**Run 1: selected gate families**

Bar = 20 um.
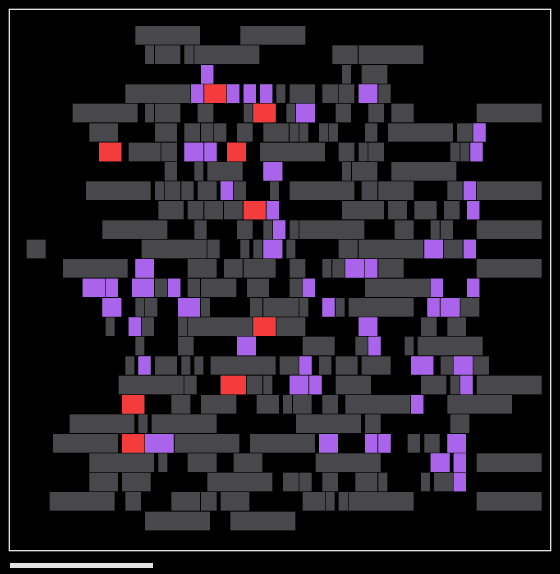
**Run 1: sequential cells colored by netlist name**

Bar = 20 um. Other sequential cells in the stronger gray, the rest of the logic in the fainter gray.
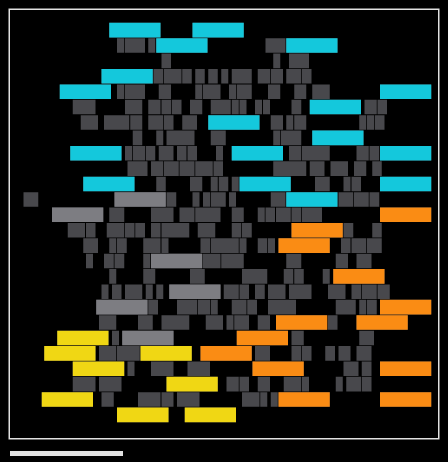
**Run 1: clock routing**

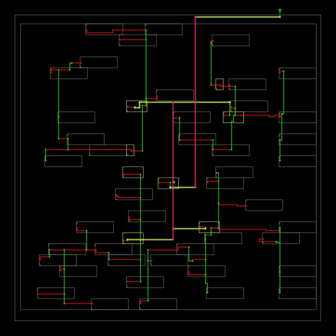
File: src/rtl/rom_text_reader_if.sv
// ROM read port plus character stream towards the Morse encoder.
// master = reader side, slave = ROM/encoder side.
interface rom_text_reader_if #(
  parameter int unsigned ADR_W = 17
) ();
  logic             rom_cs;
  logic [ADR_W-1:0] rom_adr;
  logic [7:0]       rom_data;
  logic [7:0]       char_data;
  logic             char_valid;
  logic             char_ready;

  modport master (
    output rom_cs, rom_adr, char_data, char_valid,
    input  rom_data, char_ready
  );

  modport slave (
    input  rom_cs, rom_adr, char_data, char_valid,
    output rom_data, char_ready
  );
endinterface

File: src/rtl/rom_text_reader.sv
// Walks the text ROM from BASE_ADR and streams characters to the Morse encoder.
// Optional macro TEXT_UPCASE_EN folds 'a'..'z' to upper case before emission.
module rom_text_reader #(
  parameter int unsigned ADR_W    = 17,
  parameter int unsigned DEPTH    = 4096,
  parameter int unsigned BASE_ADR = 0,
  parameter logic [7:0]  TERM     = 8'h00,
  parameter int unsigned CNT_W    = 13
) (
  input  logic              clk,
  input  logic              rst_n,
  input  logic              start,
  input  logic              abort,
  rom_text_reader_if.master bus,
  output logic              busy,
  output logic              done,
  output logic [CNT_W-1:0]  char_count
);

  typedef enum logic [2:0] {StIdle, StFetch, StCapt, StSend, StDone} state_e;

  localparam logic [ADR_W-1:0] AdrBase = ADR_W'(BASE_ADR);
  localparam logic [ADR_W-1:0] AdrLast = ADR_W'(DEPTH - 1);

  state_e           state_q, state_d;
  logic             rom_cs_q, rom_cs_d;
  logic [ADR_W-1:0] rom_adr_q, rom_adr_d;
  logic [7:0]       char_data_q, char_data_d;
  logic             char_valid_q, char_valid_d;
  logic             busy_q, busy_d;
  logic             done_q, done_d;
  logic [CNT_W-1:0] char_count_q, char_count_d;
  logic [7:0]       char_byte;

  always_comb begin
`ifdef TEXT_UPCASE_EN
    if (bus.rom_data >= 8'h61 && bus.rom_data <= 8'h7a) begin
      char_byte = bus.rom_data - 8'h20;
    end else begin
      char_byte = bus.rom_data;
    end
`else
    char_byte = bus.rom_data;
`endif
  end

  always_comb begin
    state_d      = state_q;
    rom_cs_d     = rom_cs_q;
    rom_adr_d    = rom_adr_q;
    char_data_d  = char_data_q;
    char_valid_d = char_valid_q;
    busy_d       = busy_q;
    done_d       = 1'b0;
    char_count_d = char_count_q;

    unique case (state_q)
      StIdle: begin
        if (start && !abort) begin
          rom_adr_d    = AdrBase;
          char_count_d = '0;
          busy_d       = 1'b1;
          rom_cs_d     = 1'b1;
          state_d      = StFetch;
        end
      end
      StFetch: state_d = StCapt;
      StCapt: begin
        // Terminator test is on the raw ROM byte, before any case folding.
        if (bus.rom_data == TERM) begin
          state_d = StDone;
        end else begin
          char_data_d  = char_byte;
          char_valid_d = 1'b1;
          state_d      = StSend;
        end
      end
      StSend: begin
        if (char_ready_hs()) begin
          char_valid_d = 1'b0;
          char_count_d = char_count_q + CNT_W'(1);
          if (rom_adr_q == AdrLast) begin
            state_d = StDone;
          end else begin
            rom_adr_d = rom_adr_q + ADR_W'(1);
            state_d   = StFetch;
          end
        end
      end
      StDone: begin
        rom_cs_d = 1'b0;
        busy_d   = 1'b0;
        done_d   = 1'b1;
        state_d  = StIdle;
      end
      default: state_d = StIdle;
    endcase

    // Abort overrides everything outside idle, including a pending handshake.
    if (abort && state_q != StIdle) begin
      state_d      = StIdle;
      char_valid_d = 1'b0;
      rom_cs_d     = 1'b0;
      busy_d       = 1'b0;
      done_d       = 1'b0;
      char_count_d = char_count_q;
    end
  end

  function automatic logic char_ready_hs();
    return bus.char_ready && char_valid_q;
  endfunction

  always_ff @(posedge clk or negedge rst_n) begin
    if (!rst_n) begin
      state_q      <= StIdle;
      rom_cs_q     <= 1'b0;
      rom_adr_q    <= AdrBase;
      char_data_q  <= 8'h00;
      char_valid_q <= 1'b0;
      busy_q       <= 1'b0;
      done_q       <= 1'b0;
      char_count_q <= '0;
    end else begin
      state_q      <= state_d;
      rom_cs_q     <= rom_cs_d;
      rom_adr_q    <= rom_adr_d;
      char_data_q  <= char_data_d;
      char_valid_q <= char_valid_d;
      busy_q       <= busy_d;
      done_q       <= done_d;
      char_count_q <= char_count_d;
    end
  end

  assign bus.rom_cs     = rom_cs_q;
  assign bus.rom_adr    = rom_adr_q;
  assign bus.char_data  = char_data_q;
  assign bus.char_valid = char_valid_q;
  assign busy           = busy_q;
  assign done           = done_q;
  assign char_count     = char_count_q;

endmodule

File: src/flat_wrapper.sv
// flat-port wrapper written by rule: the top's interface ports become plain ports
module rom_text_reader_flat 
#(
  parameter int unsigned ADR_W    = 17,
  parameter int unsigned DEPTH    = 4096,
  parameter int unsigned BASE_ADR = 0,
  parameter logic [7:0]  TERM     = 8'h00,
  parameter int unsigned CNT_W    = 13
)
  (clk, rst_n, start, abort, busy, done, char_count, bus_rom_cs, bus_rom_adr, bus_char_data, bus_char_valid, bus_rom_data, bus_char_ready);
  rom_text_reader_if #(.ADR_W(ADR_W)) bus_i ();
  input  logic clk;
  input  logic rst_n;
  input  logic start;
  input  logic abort;
  output logic busy;
  output logic done;
  output logic [CNT_W-1:0] char_count;
  output wire logic [$bits(bus_i.rom_cs)-1:0] bus_rom_cs;
  output wire logic [$bits(bus_i.rom_adr)-1:0] bus_rom_adr;
  output wire logic [$bits(bus_i.char_data)-1:0] bus_char_data;
  output wire logic [$bits(bus_i.char_valid)-1:0] bus_char_valid;
  input wire logic [$bits(bus_i.rom_data)-1:0] bus_rom_data;
  input wire logic [$bits(bus_i.char_ready)-1:0] bus_char_ready;
  assign bus_rom_cs = bus_i.rom_cs;
  assign bus_rom_adr = bus_i.rom_adr;
  assign bus_char_data = bus_i.char_data;
  assign bus_char_valid = bus_i.char_valid;
  assign bus_i.rom_data = bus_rom_data;
  assign bus_i.char_ready = bus_char_ready;
  rom_text_reader #(.ADR_W(ADR_W), .DEPTH(DEPTH), .BASE_ADR(BASE_ADR), .TERM(TERM), .CNT_W(CNT_W)) u_core (.clk(clk), .rst_n(rst_n), .start(start), .abort(abort), .bus(bus_i), .busy(busy), .done(done), .char_count(char_count));
endmodule
File: config.mk
export PLATFORM = sky130hd
export DESIGN_NAME = rom_text_reader_flat
export DESIGN_NICKNAME = d
export VERILOG_FILES = /design/src/rtl/rom_text_reader_if.sv /design/src/rtl/rom_text_reader.sv /design/src/flat_wrapper.sv
export SDC_FILE = /design/constraint.sdc
export NUM_CORES = 1
export LEC_CHECK = 0
export CORE_UTILIZATION = 45
export DETAILED_ROUTE_END_ITERATION = 8
export DONT_BUFFER_PORTS = 1
export GPL_ROUTABILITY_DRIVEN = 1
export GPL_TIMING_DRIVEN = 0
export PLACE_DENSITY = 0.68
export SLEW_MARGIN = 20
export SYNTH_ARGS = -nofsm -noshare
export SYNTH_HDL_FRONTEND = slang
export SYNTH_SLANG_ARGS = --single-unit
File: constraint.sdc
create_clock -name clk -period 4.35 [get_ports clk]
set_clock_uncertainty 0.2 [all_clocks]
set_input_delay 0.87 -clock clk [delete_from_list [all_inputs] [get_ports clk]]
set_output_delay 0.87 -clock clk [all_outputs]
set_load 0.02 [all_outputs]
==> results_tabular.tex, run 1 <==
% Yosys + OpenROAD metrics
\begin{tabular}{lr}
\hline
Metric & Value \\
\hline
\multicolumn{2}{l}{\textbf{Final layout}} \\
Post-route cell area & 2620 um\^{}2 \\
Final core utilization & roughly half \\
Flip-flop count of the largest register, all copies and words added & 17 \\
Logic area & roughly 1200 um\^{}2 \\
Number of nets in the layout & between 200 and 300 \\
Flip-flop and latch share of the layout cell area & 42.0\% \\
Reg area & 1100 um\^{}2 \\
Number of inverters outside the clock class in the layout & 5 \\
\#MultiIn Comb & 187 \\
\multicolumn{2}{l}{\textbf{CTS}} \\
\# resized after CTS & 0 \\
TritonCTS clock tree & built \\
Post-CTS Hold Buffers & 0 \\
Post-CTS repair timing setup buffer count & 0 \\
Clk buf depth & 2 \\
\# H-tree levels & 2 \\
\multicolumn{2}{l}{\textbf{STA}} \\
Final worst hold slack & between 0.05 and 0.06 ns \\
Setup repair after global routing missed its margin & no \\
Final tally of setup violations & 0 \\
Final critical-path share of the clock period & 57.2\% \\
Worst Setup Slack, final & 1.86 ns \\
Transition time of the tightest slew-check pin & between 0.6 and 0.7 ns \\
\multicolumn{2}{l}{\textbf{Logic synthesis}} \\
Post-synthesis instance area & 2440 um\^{}2 \\
Share of the synthesized area in the top cell type & between 40\% and 50\% \\
Fa+ha+maj area frac & 1.03\% \\
Top cells by count, synth & sky130\_fd\_sc\_hd\_\_dfrtp\_1, sky130\_fd\_sc\_hd\_\_nand2\_1, sky130\_fd\_sc\_hd\_\_a21oi\_1, sky130\_fd\_sc\_hd\_\_nand3\_1, sky130\_fd\_sc\_hd\_\_or4\_1 \\
And-or/or-and share of the synthesized area & 17.1\% \\
Proportion of synthesized area in mux cells & $\sim$6.5\% \\
Xor/xnor share of the synthesized area & 0.718\% \\
Tally of unique sky130hd cells used after synthesis & 49 \\
\multicolumn{2}{l}{\textbf{GRT}} \\
GR Util met2 & about a third \\
Initial antenna violation count & 0 \\
First-pass GRT wire length & about 9300 um \\
Vias in the first global route & $\sim$2000 \\
Most congested layer reported by global routing & met2 \\
\multicolumn{2}{l}{\textbf{Power}} \\
Switching power total & between 300 and 400 uW \\
Power density over cell area & just over 400 nW/um\^{}2 \\
Leak pwr & around 1 nW \\
\multicolumn{2}{l}{\textbf{Place}} \\
Final estimated routing congestion in global placement & between 0.8 and 0.9 \\
Area of placed instances & about 2500 um\^{}2 \\
\multicolumn{2}{l}{\textbf{Floorplan}} \\
Starting density of the core & about 47\% \\
\multicolumn{2}{l}{\textbf{Worst setup path}} \\
Critical Setup Path Class & reg2reg \\
Peak per-stage delay on the critical path & between 0.5 and 0.6 ns \\
Critical path endpoint & u\_core.bus.rom\_adr[0]\$\_DFFE\_PN0P\_ \\
CP arrival & 2.48 ns \\
Nature of the critical path endpoint & register \\
\multicolumn{2}{l}{\textbf{Detailed routing}} \\
Detailed-route vias per instance & approximately 6.1 \\
\multicolumn{2}{l}{\textbf{Status}} \\
Run status & completed \\
\hline
\end{tabular}
-- 'selected gate families' (at the start) --
- AND-OR and OR-AND gates: red (cells 9)
- inverting AOI/OAI gates: purple (cells 55)

-- 'sequential cells colored by netlist name' (at the start) --
- u_core.bus.char_data: yellow (sequential cells 8)
- u_core.char_count: orange (sequential cells 13)
- u_core.bus.rom_adr: cyan (sequential cells 17)
- not colored: 6

-- 'clock routing' (at the start) --
CTS Buf Count: 5
clock latency on the worst-skew pair: 0.30 ns
Clock buffer cells: 6
flip-flop and latch count: 44

## Run 2: what changed since run 1
PLACE_DENSITY = 0.7   (was 0.68)
clock period = 2.17 ns   (was 4.35 ns; I/O delays follow)
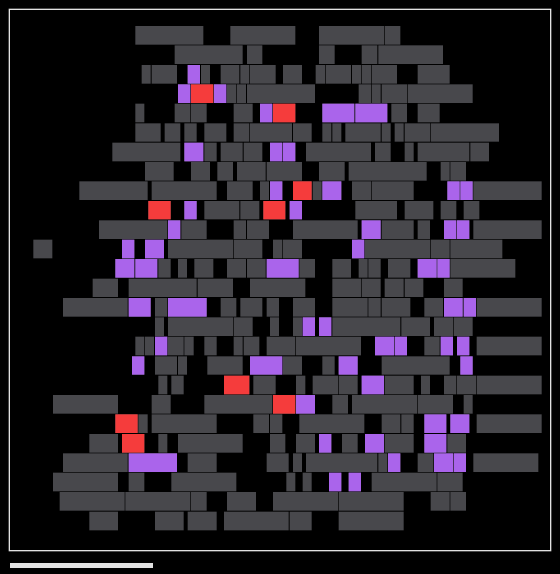
**Above:** run 2 (selected gate families).
Bar = 20 um.
- AND-OR and OR-AND gates: red (cells 9)
- inverting AOI/OAI gates: purple (cells 55)

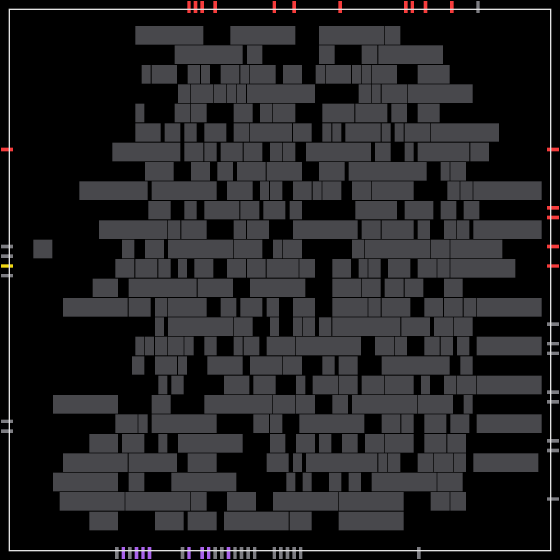
**Above:** run 2 (ports around the boundary).
Pins as bars across the die edge, other pins in gray.
- bus_rom_data: purple (pins 8; direction input; edge bottom)
- bus_rom_adr: red (pins 17; direction output; edge 11 top, 5 right, 1 left)
- abort: yellow (pins 1; direction input; edge left)
- all pins by edge: 23 bottom, 13 right, 12 top, 7 left

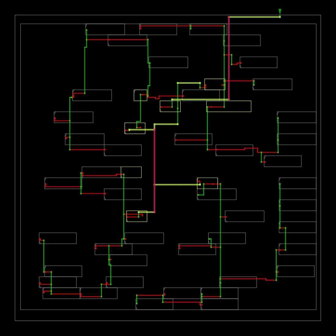
**Above:** run 2 (clock routing).
sink count of the clock tree: 44
Clk. pwr: 679 uW

==> run 2 against run 1 <==
Compared with the run above: via count grew 8.2%; first-iteration DRC count rose by 48%; fmax rose by 17%; combinational power rose to 2.6 times the previous value; global-route usage increased by 0.080 points; power up 130%.
==> results_tabular.tex, run 2 <==
% Yosys + OpenROAD metrics
\begin{tabular}{lr}
\hline
Metric & Value \\
\hline
\multicolumn{2}{l}{\textbf{STA}} \\
Achievable Freq & approximately 0.47 GHz \\
Final critical-path share of the clock period & 97.9\% (+41 points) \\
Setup repair after global routing missed its margin & yes \\
Transition time of the tightest slew-check pin & 0.616 ns (-0.0136 ns) \\
Worst Setup Slack, final & 0.0446 ns (-1.82 ns) \\
Final tally of setup violations & 0 (unchanged) \\
Final worst hold slack & 0.0768 ns (+0.0224 ns) \\
\multicolumn{2}{l}{\textbf{Final layout}} \\
\#MultiIn Comb & 187 (unchanged) \\
Flip-flop and latch count & 44 (unchanged) \\
Logic area & 1380 um\^{}2 (+12\%) \\
Flip-flop and latch share of the layout cell area & 36.7\% (-5.3 points) \\
Flip-flop count of the largest register, all copies and words added & 17 (unchanged) \\
Number of inverters outside the clock class in the layout & 5 (unchanged) \\
Number of filler cells placed in the layout & around 420 \\
Number of nets in the layout & 295 (+7.7\%) \\
Multi-input gate share of the layout cell area & 45.4\% \\
Post-route cell area & 3050 um\^{}2 (+16\%) \\
Reg area & 1120 um\^{}2 (+1.5\%) \\
Final core utilization & 58.9\% (+8.2 points) \\
Clock buffer cells & 6 (unchanged) \\
\multicolumn{2}{l}{\textbf{CTS}} \\
Clock latency on the worst-skew pair & 0.30 ns (about the same) \\
Clock input transition at the sequential cells of the worst setup and hold paths & around 0.09 ns \\
TritonCTS clock tree & built \\
Post-CTS repair timing setup buffer count & 6 (+6) \\
\# H-tree levels & 2 (unchanged) \\
Post-CTS Hold Buffers & 3 (+3) \\
\# resized after CTS & 22 (+22) \\
Clk buf depth & 2 (unchanged) \\
CTS Buf Count & 5 (unchanged) \\
\multicolumn{2}{l}{\textbf{Power}} \\
Share of total power in the clock network & between 20\% and 30\% \\
Reported sequential group power & 1.18 mW \\
Power density over cell area & 795 nW/um\^{}2 (+96\%) \\
Leak pwr & 1.17 nW (+14\%) \\
Switching power total & 834 uW (+120\%) \\
\multicolumn{2}{l}{\textbf{GRT}} \\
Initial antenna violation count & 0 (unchanged) \\
Met1 track demand over resource in global routing & 27.1\% \\
Pin count of the biggest net entering global routing & between 40 and 50 \\
Global routing usage summed across all routing layers & between 20\% and 30\% \\
Most congested layer reported by global routing & met2 \\
GR Util met2 & 37.2\% (+2.2 points) \\
First-pass GRT wire length & 9460 um (+1.2\%) \\
Vias in the first global route & 1987 (+0.050\%) \\
\multicolumn{2}{l}{\textbf{Worst setup path}} \\
Critical Setup Path Class & reg2reg \\
Nature of the critical path endpoint & register \\
Peak per-stage delay on the critical path & 0.58 ns (+0.02 ns) \\
Origin of the critical flop-to-flop path & u\_core.bus.rom\_adr[13]\$\_DFFE\_PN0P\_ \\
Critical path endpoint & u\_core.state\_q[2]\$\_DFFE\_PN0P\_ \\
Slowest stage cell, crit path & sky130\_fd\_sc\_hd\_\_or4\_4 \\
CP arrival & 2.12 ns (-0.36 ns) \\
\multicolumn{2}{l}{\textbf{Detailed routing}} \\
DRC & 0 \\
Detailed-route vias per instance & 6.18 (+1.7\%) \\
Wire per inst & $\sim$18 um \\
WL met2 & $\sim$3200 um \\
Pre-antenna DRT Iters & 4 \\
\multicolumn{2}{l}{\textbf{Logic synthesis}} \\
Post-synthesis instance area & 2440 um\^{}2 (unchanged) \\
Share of the synthesized area in the top cell type & 45.1\% (unchanged) \\
Tally of unique sky130hd cells used after synthesis & 49 (unchanged) \\
Cell type with the largest total area & sky130\_fd\_sc\_hd\_\_dfrtp\_1 \\
Top cells by count, synth & sky130\_fd\_sc\_hd\_\_dfrtp\_1, sky130\_fd\_sc\_hd\_\_nand2\_1, sky130\_fd\_sc\_hd\_\_a21oi\_1, sky130\_fd\_sc\_hd\_\_nand3\_1, sky130\_fd\_sc\_hd\_\_or4\_1 \\
Fa+ha+maj area frac & 1.03\% (unchanged) \\
And-or/or-and share of the synthesized area & 17.1\% (unchanged) \\
Proportion of synthesized area in mux cells & 6.51\% (unchanged) \\
Xor/xnor share of the synthesized area & 0.718\% (unchanged) \\
\multicolumn{2}{l}{\textbf{Place}} \\
Final estimated routing congestion in global placement & 0.832 (+3.3\%) \\
Area of placed instances & 2530 um\^{}2 (unchanged) \\
\multicolumn{2}{l}{\textbf{Floorplan}} \\
Starting density of the core & 47.2\% (unchanged) \\
TAP cells & 70 \\
\multicolumn{2}{l}{\textbf{Status}} \\
Run status & completed \\
\multicolumn{2}{l}{\textbf{Job}} \\
Warning total across the stage logs & 28 \\
\hline
\end{tabular}
## Run 3: what changed since run 2
PLACE_DENSITY = 0.68   (was 0.7)
clock period = 2.22 ns   (was 2.17 ns; I/O delays follow)
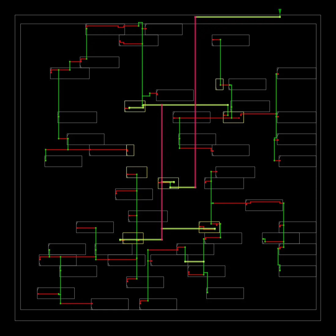
**Above:** run 3 (clock routing).
Clk. pwr: 531 uW

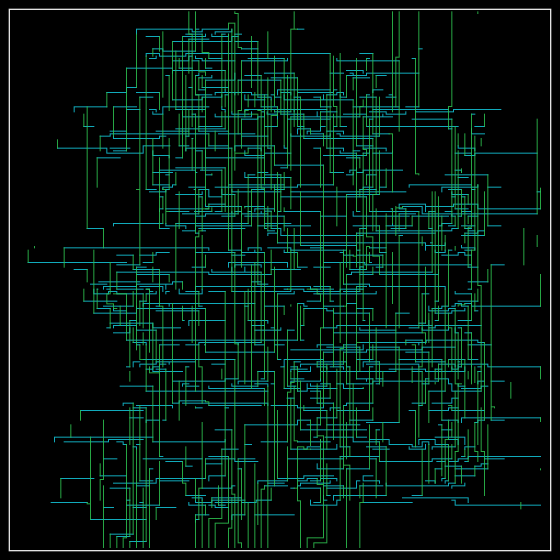
**Above:** run 3 (metal layers overlaid).
Two of the layers only.
- met2: green (wire length 2960 um)
- met1: cyan (wire length 2590 um)

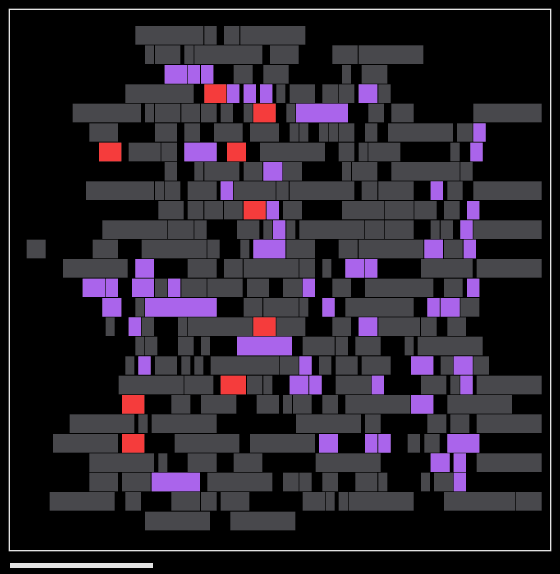
**Above:** run 3 (selected gate families).
Bar = 20 um.
- AND-OR and OR-AND gates: red (cells 9)
- inverting AOI/OAI gates: purple (cells 55)

==> run 3 against run 2 <==
Compared with the run above: first-iteration DRC count decreased by 23%; clock-buffer cell count unchanged; hold slack improved by 0.013 ns; die area unchanged; setup slack got worse by 0.026 ns; global-route usage increased by 0.84 points; critical endpoint is now u_core.char_count[12]$_DFFE_PN0P_; largest cell class unchanged.
==> results_tabular.tex, run 3 <==
% Yosys + OpenROAD metrics
\begin{tabular}{lr}
\hline
Metric & Value \\
\hline
\multicolumn{2}{l}{\textbf{Status}} \\
Run status & completed \\
\multicolumn{2}{l}{\textbf{CTS}} \\
\# H-tree levels & 2 (unchanged) \\
Post-CTS Hold Buffers & 2 (-1) \\
Post-CTS repair timing setup buffer count & 9 (+3) \\
Clock latency on the worst-skew pair & 0.30 ns (about the same) \\
TritonCTS clock tree & built \\
\# resized after CTS & 18 (-18\%) \\
CTS Buf Count & 5 (unchanged) \\
Sink count of the clock tree & 44 (unchanged) \\
Clock input transition at the sequential cells of the worst setup and hold paths & 0.09 ns (about the same) \\
Clk buf depth & 2 (unchanged) \\
\multicolumn{2}{l}{\textbf{Detailed routing}} \\
Pre-antenna DRT Iters & 5 (+1) \\
WL met2 & 2960 um (-7.4\%) \\
Amount of wire on met3 after detailed routing & 338 um \\
Detailed-route vias per instance & 6.09 (-1.4\%) \\
Wire per inst & 17.3 um (-2.6\%) \\
DRC & 0 (unchanged) \\
\multicolumn{2}{l}{\textbf{GRT}} \\
Global routing usage summed across all routing layers & 22.5\% (+0.84 points) \\
First-pass GRT wire length & 9720 um (+2.7\%) \\
Pin count of the biggest net entering global routing & 45 (unchanged) \\
Most congested layer reported by global routing & met2 \\
GR Util met2 & 36.6\% (-0.60 points) \\
Initial antenna violation count & 0 (unchanged) \\
Met1 track demand over resource in global routing & 29.0\% (+1.9 points) \\
Vias in the first global route & 2037 (+2.5\%) \\
\multicolumn{2}{l}{\textbf{Power}} \\
Switching power total & 785 uW (-5.8\%) \\
Share of total power in the clock network & 24.2\% (-3.8 points) \\
Final total power & around 2.2 mW \\
Power density over cell area & 740 nW/um\^{}2 (-7.0\%) \\
Reported sequential group power & 1.14 mW (-3\%) \\
Leak pwr & 1.14 nW (-2.7\%) \\
Switching part of the total power & 35.8\% \\
Combinational Power Share & a little under a quarter \\
\multicolumn{2}{l}{\textbf{Floorplan}} \\
Core area & 5170 um\^{}2 \\
Starting density of the core & 47.2\% (unchanged) \\
Vertical die size & approximately 76 um \\
TAP cells & 70 (unchanged) \\
\multicolumn{2}{l}{\textbf{Worst setup path}} \\
Slowest stage cell, crit path & sky130\_fd\_sc\_hd\_\_or4\_1 \\
Origin of the critical flop-to-flop path & u\_core.state\_q[0]\$\_DFFE\_PN0P\_ \\
Most used cell along the critical path & sky130\_fd\_sc\_hd\_\_buf\_6 \\
Dominant delay contributor by cell family on the critical path & simple AND/OR/NAND/NOR gates \\
Critical Setup Path Class & reg2reg \\
Number of cells on the critical path & 6 \\
CP arrival & 2.23 ns (+0.11 ns) \\
Nature of the critical path endpoint & register \\
Peak per-stage delay on the critical path & 0.47 ns (-0.11 ns) \\
Internal reg-to-reg setup slack & around 0.019 ns \\
Critical path endpoint & u\_core.char\_count[12]\$\_DFFE\_PN0P\_ \\
Buffering stage count on the worst path with inverters included & 2 \\
\multicolumn{2}{l}{\textbf{Place}} \\
Final estimated routing congestion in global placement & 0.805 (-3.2\%) \\
Area of placed instances & 2530 um\^{}2 (unchanged) \\
\multicolumn{2}{l}{\textbf{Final layout}} \\
Flip-flop and latch count & 44 (unchanged) \\
Number of nets in the layout & 289 (-2.0\%) \\
Flip-flop count of the largest register, all copies and words added & 17 (unchanged) \\
Number of filler cells placed in the layout & 442 (+5.0\%) \\
Number of inverters outside the clock class in the layout & 5 (unchanged) \\
Post-route cell area & 2960 um\^{}2 (-2.8\%) \\
Final core utilization & 57.3\% (-1.6 points) \\
Flip-flop and latch share of the layout cell area & 37.7\% (+1.0 points) \\
Reg area & 1120 um\^{}2 (-0.11\%) \\
Clock buffer cells & 6 (unchanged) \\
Most frequent standard cell in the layout excluding fill and tap cells & sky130\_fd\_sc\_hd\_\_dfrtp\_1 \\
Multi-input gate share of the layout cell area & 46.3\% (+0.91 points) \\
\#MultiIn Comb & 187 (unchanged) \\
Leading cell kind & multi-input combinational cells \\
Logic area & 1370 um\^{}2 (-0.81\%) \\
\multicolumn{2}{l}{\textbf{Logic synthesis}} \\
Post-synthesis instance area & 2440 um\^{}2 (unchanged) \\
Cell type with the largest total area & sky130\_fd\_sc\_hd\_\_dfrtp\_1 \\
Most used flip-flop cell & sky130\_fd\_sc\_hd\_\_dfrtp\_1 \\
Xor/xnor share of the synthesized area & 0.718\% (unchanged) \\
And-or/or-and share of the synthesized area & 17.1\% (unchanged) \\
Cell area leaders & sky130\_fd\_sc\_hd\_\_dfrtp\_1, sky130\_fd\_sc\_hd\_\_a21oi\_1, sky130\_fd\_sc\_hd\_\_or4\_1 \\
Proportion of synthesized area in mux cells & 6.51\% (unchanged) \\
Sequential fraction of the synthesis area & a little under half \\
Flops \& latches, synth & around 44 \\
Tally of unique sky130hd cells used after synthesis & 49 (unchanged) \\
Top cells by count, synth & sky130\_fd\_sc\_hd\_\_dfrtp\_1, sky130\_fd\_sc\_hd\_\_nand2\_1, sky130\_fd\_sc\_hd\_\_a21oi\_1, sky130\_fd\_sc\_hd\_\_nand3\_1, sky130\_fd\_sc\_hd\_\_or4\_1 \\
Share of the synthesized area in the top cell type & 45.1\% (unchanged) \\
Fa+ha+maj area frac & 1.03\% (unchanged) \\
Async S/R FF share, synth & 100\% \\
Simple-Gate Area Share & 25.3\% \\
\multicolumn{2}{l}{\textbf{STA}} \\
Final worst hold slack & 0.0897 ns (+0.0129 ns) \\
Worst Setup Slack, final & 0.0187 ns (-0.0260 ns) \\
Setup repair after global routing missed its margin & yes \\
Transition time of the tightest slew-check pin & 0.630 ns (+0.0141 ns) \\
Final tally of setup violations & 0 (unchanged) \\
Fin. Hold Viols & 0 \\
Achievable Freq & 0.454 GHz (-3.5\%) \\
Final critical-path share of the clock period & 99.2\% (+1.2 points) \\
\multicolumn{2}{l}{\textbf{Job}} \\
Warning total across the stage logs & 27 (-3.6\%) \\
\hline
\end{tabular}
No activity file was given, so power comes from the tool's default toggle rates.
